--- src/rtl/uart_rx_if.sv ---
// uart_rx_if: serial line, oversampling tick and received-byte outputs of the UART receiver
interface uart_rx_if #(
  parameter int DATA_BITS = 8
);
  logic                 i_rx;
  logic                 i_tick;
  logic [DATA_BITS-1:0] o_data;
  logic                 o_rx_done;
  logic                 o_frame_error;
  logic                 o_busy;
  modport master (output i_rx, i_tick, input o_data, o_rx_done, o_frame_error, o_busy);
  modport slave  (input i_rx, i_tick, output o_data, o_rx_done, o_frame_error, o_busy);
endinterface

--- src/rtl/uart_rx.sv ---
// uart_rx: 16x-oversampled 8N1 receiver with one-cycle done strobe and framing-error flag
module uart_rx #(
  parameter int DATA_BITS  = 8,
  parameter int NUM_TICKS  = 16,
  parameter int STOP_TICKS = 16
) (
  input logic     i_clock,
  input logic     i_reset,
  uart_rx_if.slave bus
);
  localparam int TW = $clog2(NUM_TICKS);
  localparam int BW = $clog2(DATA_BITS);
  localparam logic [TW-1:0] T_MID  = TW'(NUM_TICKS / 2 - 1);
  localparam logic [TW-1:0] T_END  = TW'(NUM_TICKS - 1);
  localparam logic [TW-1:0] T_STOP = TW'(STOP_TICKS - 1);
  localparam logic [BW-1:0] B_END  = BW'(DATA_BITS - 1);
  typedef enum logic [1:0] {IDLE, START, DATA, STOP} state_t;
  state_t               state;
  logic [TW-1:0]        tick_cnt;
  logic [BW-1:0]        bit_cnt;
  logic [DATA_BITS-1:0] shreg;
  logic                 rx_m, rx_s;
  // Synchronizer flops reset high so a reset never looks like a start edge
  always_ff @(posedge i_clock or posedge i_reset)
    if (i_reset) {rx_s, rx_m} <= 2'b11;
    else         {rx_s, rx_m} <= {rx_m, bus.i_rx};
  always_ff @(posedge i_clock or posedge i_reset)
    if (i_reset) begin
      state             <= IDLE;
      tick_cnt          <= '0;
      bit_cnt           <= '0;
      shreg             <= '0;
      bus.o_data        <= '0;
      bus.o_rx_done     <= 1'b0;
      bus.o_frame_error <= 1'b0;
      bus.o_busy        <= 1'b0;
    end else begin
      bus.o_rx_done <= 1'b0;
      case (state)
        IDLE: if (!rx_s) begin
          state      <= START;
          tick_cnt   <= '0;
          bus.o_busy <= 1'b1;
        end
        START: if (bus.i_tick) begin
          if (tick_cnt != T_MID) tick_cnt <= tick_cnt + 1'b1;
          else if (!rx_s) begin
            state    <= DATA;
            tick_cnt <= '0;
            bit_cnt  <= '0;
          end else begin
            state      <= IDLE;
            bus.o_busy <= 1'b0;
          end
        end
        // LSB arrives first, so shifting in at the MSB leaves the byte aligned
        DATA: if (bus.i_tick) begin
          if (tick_cnt != T_END) tick_cnt <= tick_cnt + 1'b1;
          else begin
            shreg    <= {rx_s, shreg[DATA_BITS-1:1]};
            tick_cnt <= '0;
            if (bit_cnt == B_END) state <= STOP;
            else bit_cnt <= bit_cnt + 1'b1;
          end
        end
        STOP: if (bus.i_tick) begin
          if (tick_cnt != T_STOP) tick_cnt <= tick_cnt + 1'b1;
          else begin
            bus.o_data        <= shreg;
            bus.o_frame_error <= ~rx_s;
            bus.o_rx_done     <= 1'b1;
            bus.o_busy        <= 1'b0;
            state             <= IDLE;
          end
        end
      endcase
    end
endmodule

--- src/flat_wrapper.sv ---
// flat-port wrapper written by rule: the top's interface ports become plain ports
module uart_rx_flat 
#(
  parameter int DATA_BITS  = 8,
  parameter int NUM_TICKS  = 16,
  parameter int STOP_TICKS = 16
)
  (i_clock, i_reset, bus_i_rx, bus_i_tick, bus_o_data, bus_o_rx_done, bus_o_frame_error, bus_o_busy);
  uart_rx_if #(.DATA_BITS(DATA_BITS)) bus_i ();
  input logic i_clock;
  input logic i_reset;
  input wire logic [$bits(bus_i.i_rx)-1:0] bus_i_rx;
  input wire logic [$bits(bus_i.i_tick)-1:0] bus_i_tick;
  output wire logic [$bits(bus_i.o_data)-1:0] bus_o_data;
  output wire logic [$bits(bus_i.o_rx_done)-1:0] bus_o_rx_done;
  output wire logic [$bits(bus_i.o_frame_error)-1:0] bus_o_frame_error;
  output wire logic [$bits(bus_i.o_busy)-1:0] bus_o_busy;
  assign bus_i.i_rx = bus_i_rx;
  assign bus_i.i_tick = bus_i_tick;
  assign bus_o_data = bus_i.o_data;
  assign bus_o_rx_done = bus_i.o_rx_done;
  assign bus_o_frame_error = bus_i.o_frame_error;
  assign bus_o_busy = bus_i.o_busy;
  uart_rx #(.DATA_BITS(DATA_BITS), .NUM_TICKS(NUM_TICKS), .STOP_TICKS(STOP_TICKS)) u_core (.i_clock(i_clock), .i_reset(i_reset), .bus(bus_i));
endmodule
--- config.mk ---
export PLATFORM = sky130hd
export DESIGN_NAME = uart_rx_flat
export DESIGN_NICKNAME = d
export VERILOG_FILES = /design/src/rtl/uart_rx_if.sv /design/src/rtl/uart_rx.sv /design/src/flat_wrapper.sv
export SDC_FILE = /design/constraint.sdc
export NUM_CORES = 1
export LEC_CHECK = 0
export ABC_AREA = 1
export CORE_MARGIN = 5
export CORE_UTILIZATION = 59
export CTS_CLUSTER_DIAMETER = 200
export DETAILED_ROUTE_END_ITERATION = 6
export PLACE_DENSITY = 0.82
export SLEW_MARGIN = 20
export SYNTH_ARGS = -nofsm -noshare
export SYNTH_HDL_FRONTEND = slang
export SYNTH_SLANG_ARGS = --single-unit
export TNS_END_PERCENT = 1
--- constraint.sdc ---
create_clock -name i_clock -period 2.3 [get_ports i_clock]
set_input_delay 0.46 -clock i_clock [delete_from_list [all_inputs] [get_ports i_clock]]
set_output_delay 0.46 -clock i_clock [all_outputs]
set_load 0.03 [all_outputs]
==> summary.txt <==
State of the implementation.

- The type of the most critical hold path is reg -> reg, for reference.
- The clock tree has to reach 30 sinks.
- Per report_power, the Clock row totals 0.416 mW.
- In this run the worst path has a maximum fanout of 2.
- The maximum clock skew at final layout is 0.007869 ns, for reference.
- The post-synthesis cell count is 165, for reference.
- The number of non-clock inverters in the layout is 22, for reference.
- Per the skew report, the later register of the worst-skew pair sees a clock latency of 0.33 ns.
- The library cell used most frequently in the layout, excluding fill and tap cells, is sky130_fd_sc_hd__nand2_1.
- The number of hold-slack violations in the final timing report is 0, for reference.
- By area, the class that comes first in the final layout consists of registers.
- The fraction of power consumed by sequential logic is 42.2%, for reference.
- For the worst min-delay path, the startpoint reported by OpenROAD is u_core.rx_m.
- Counting both buffers and inverters, the worst setup path holds a total of 1.
- All stages included, the depth of the critical timing path comes to 1.
- The relative max-transition margin is 73.44%, for reference.
- The number of enable flip-flop cells is 0, for reference.
- Routing resource usage on met1 recorded by global route was 21.58%.
- The combined area of all synthesized cells is 1483 µm², for reference.
- Sequential cells were found to cover 50.80% of the synthesized design area.
- The clock H-tree reported by CTS has 2 levels.
- The final hold slack is 0.3597 ns, for reference.
- In the final layout, the registers with the most flip-flops are u_core.bus.o_data x8, u_core.shreg x8, u_core.tick_cnt x4.
- The number of global-route vias before repair came to 1117.
- The count of inserted tapcells is 30, for reference.
- Dividing the synthesized area by the synthesized cell count gives 8.986 µm².
- The met2 global-route usage is 29.78%, for reference.
- The flow ran to the end, and the final reports show no timing, DRC or antenna violations.
- Global route summary, busiest routing layer listed as met2.
- The register clock-pin slew on the reported worst setup and hold paths is 0.10 ns, for reference.
- The total of endpoints with negative setup slack in the final report is 0, for reference.
- The element type at the critical path start is a register, for reference.
- The met3 track demand over resource is 7.559%, for reference.
- The accumulated negative setup slack is 0 ns, for reference.
- The critical path is of the reg -> out type.
- The final antenna diode tally reported by the flow is 0.
- The amount of wire on met2 after detailed routing is 1529 µm, for reference.
- The internal power consumption is 1.021 mW, for reference.
- In this run the maximum-capacitance check reported violations numbering 0.
- The tally of nets with antenna violations remaining after routing is 0, for reference.
- The core region is 2432 µm².
- The clock distribution area overhead in the final layout is 4.373%, for reference.
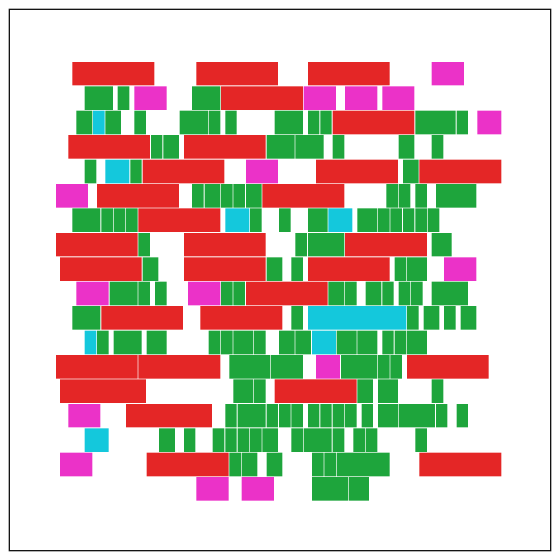
**Above:** placement by cell class.
- red: flip-flops (cells 30; share of their area 45%)
- magenta: other buffers and delay cells (cells 16; share of their area 9.2%)
- green: all other logic (cells 132; share of their area 41%)
- cyan: clock drivers and dummy loads (cells 8; share of their area 4.5%)
final std cell area, no fill: 1717 µm²
standard-cell rows: 18
post-layout util: 70.58%

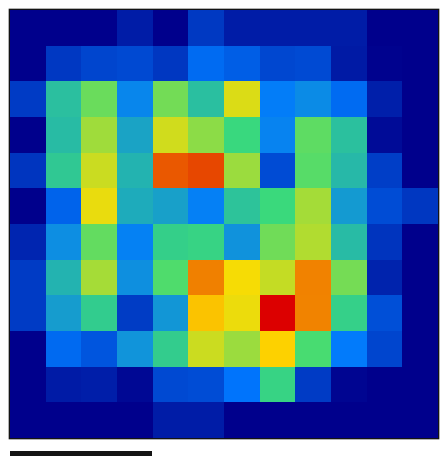
**Above:** routed metal per tile.
Scale bar: 20 µm. The die is cut into 12 by 12 equal tiles; dark blue is low, red is high, scaled to the fullest tile. Values are wire area over tile area, all layers added.
- fullest tile: 0.46
- nearly empty tiles: 24%
- tiles over half the peak: 22%
- densest ninth of the die: center
wire length reported by the detailed router: 2901 µm
per-cell routed wire length: 13.43 µm
combined global-route utilization of all metal layers: 18.71%

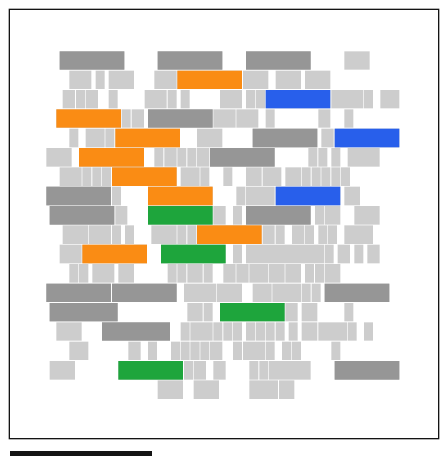
**Above:** register map, names as in the netlist.
Scale bar: 20 µm. Other sequential cells in the stronger gray, the rest of the logic in the fainter gray.
- green: `u_core.tick_cnt` (sequential cells 4)
- orange: `u_core.shreg` (sequential cells 8)
- blue: `u_core.bit_cnt` (sequential cells 3)
power in sequential cells: 0.704 mW
FF/Latch Area: 753.2 µm²

Power figures rest on the tool's default switching activity, not on a simulated workload.
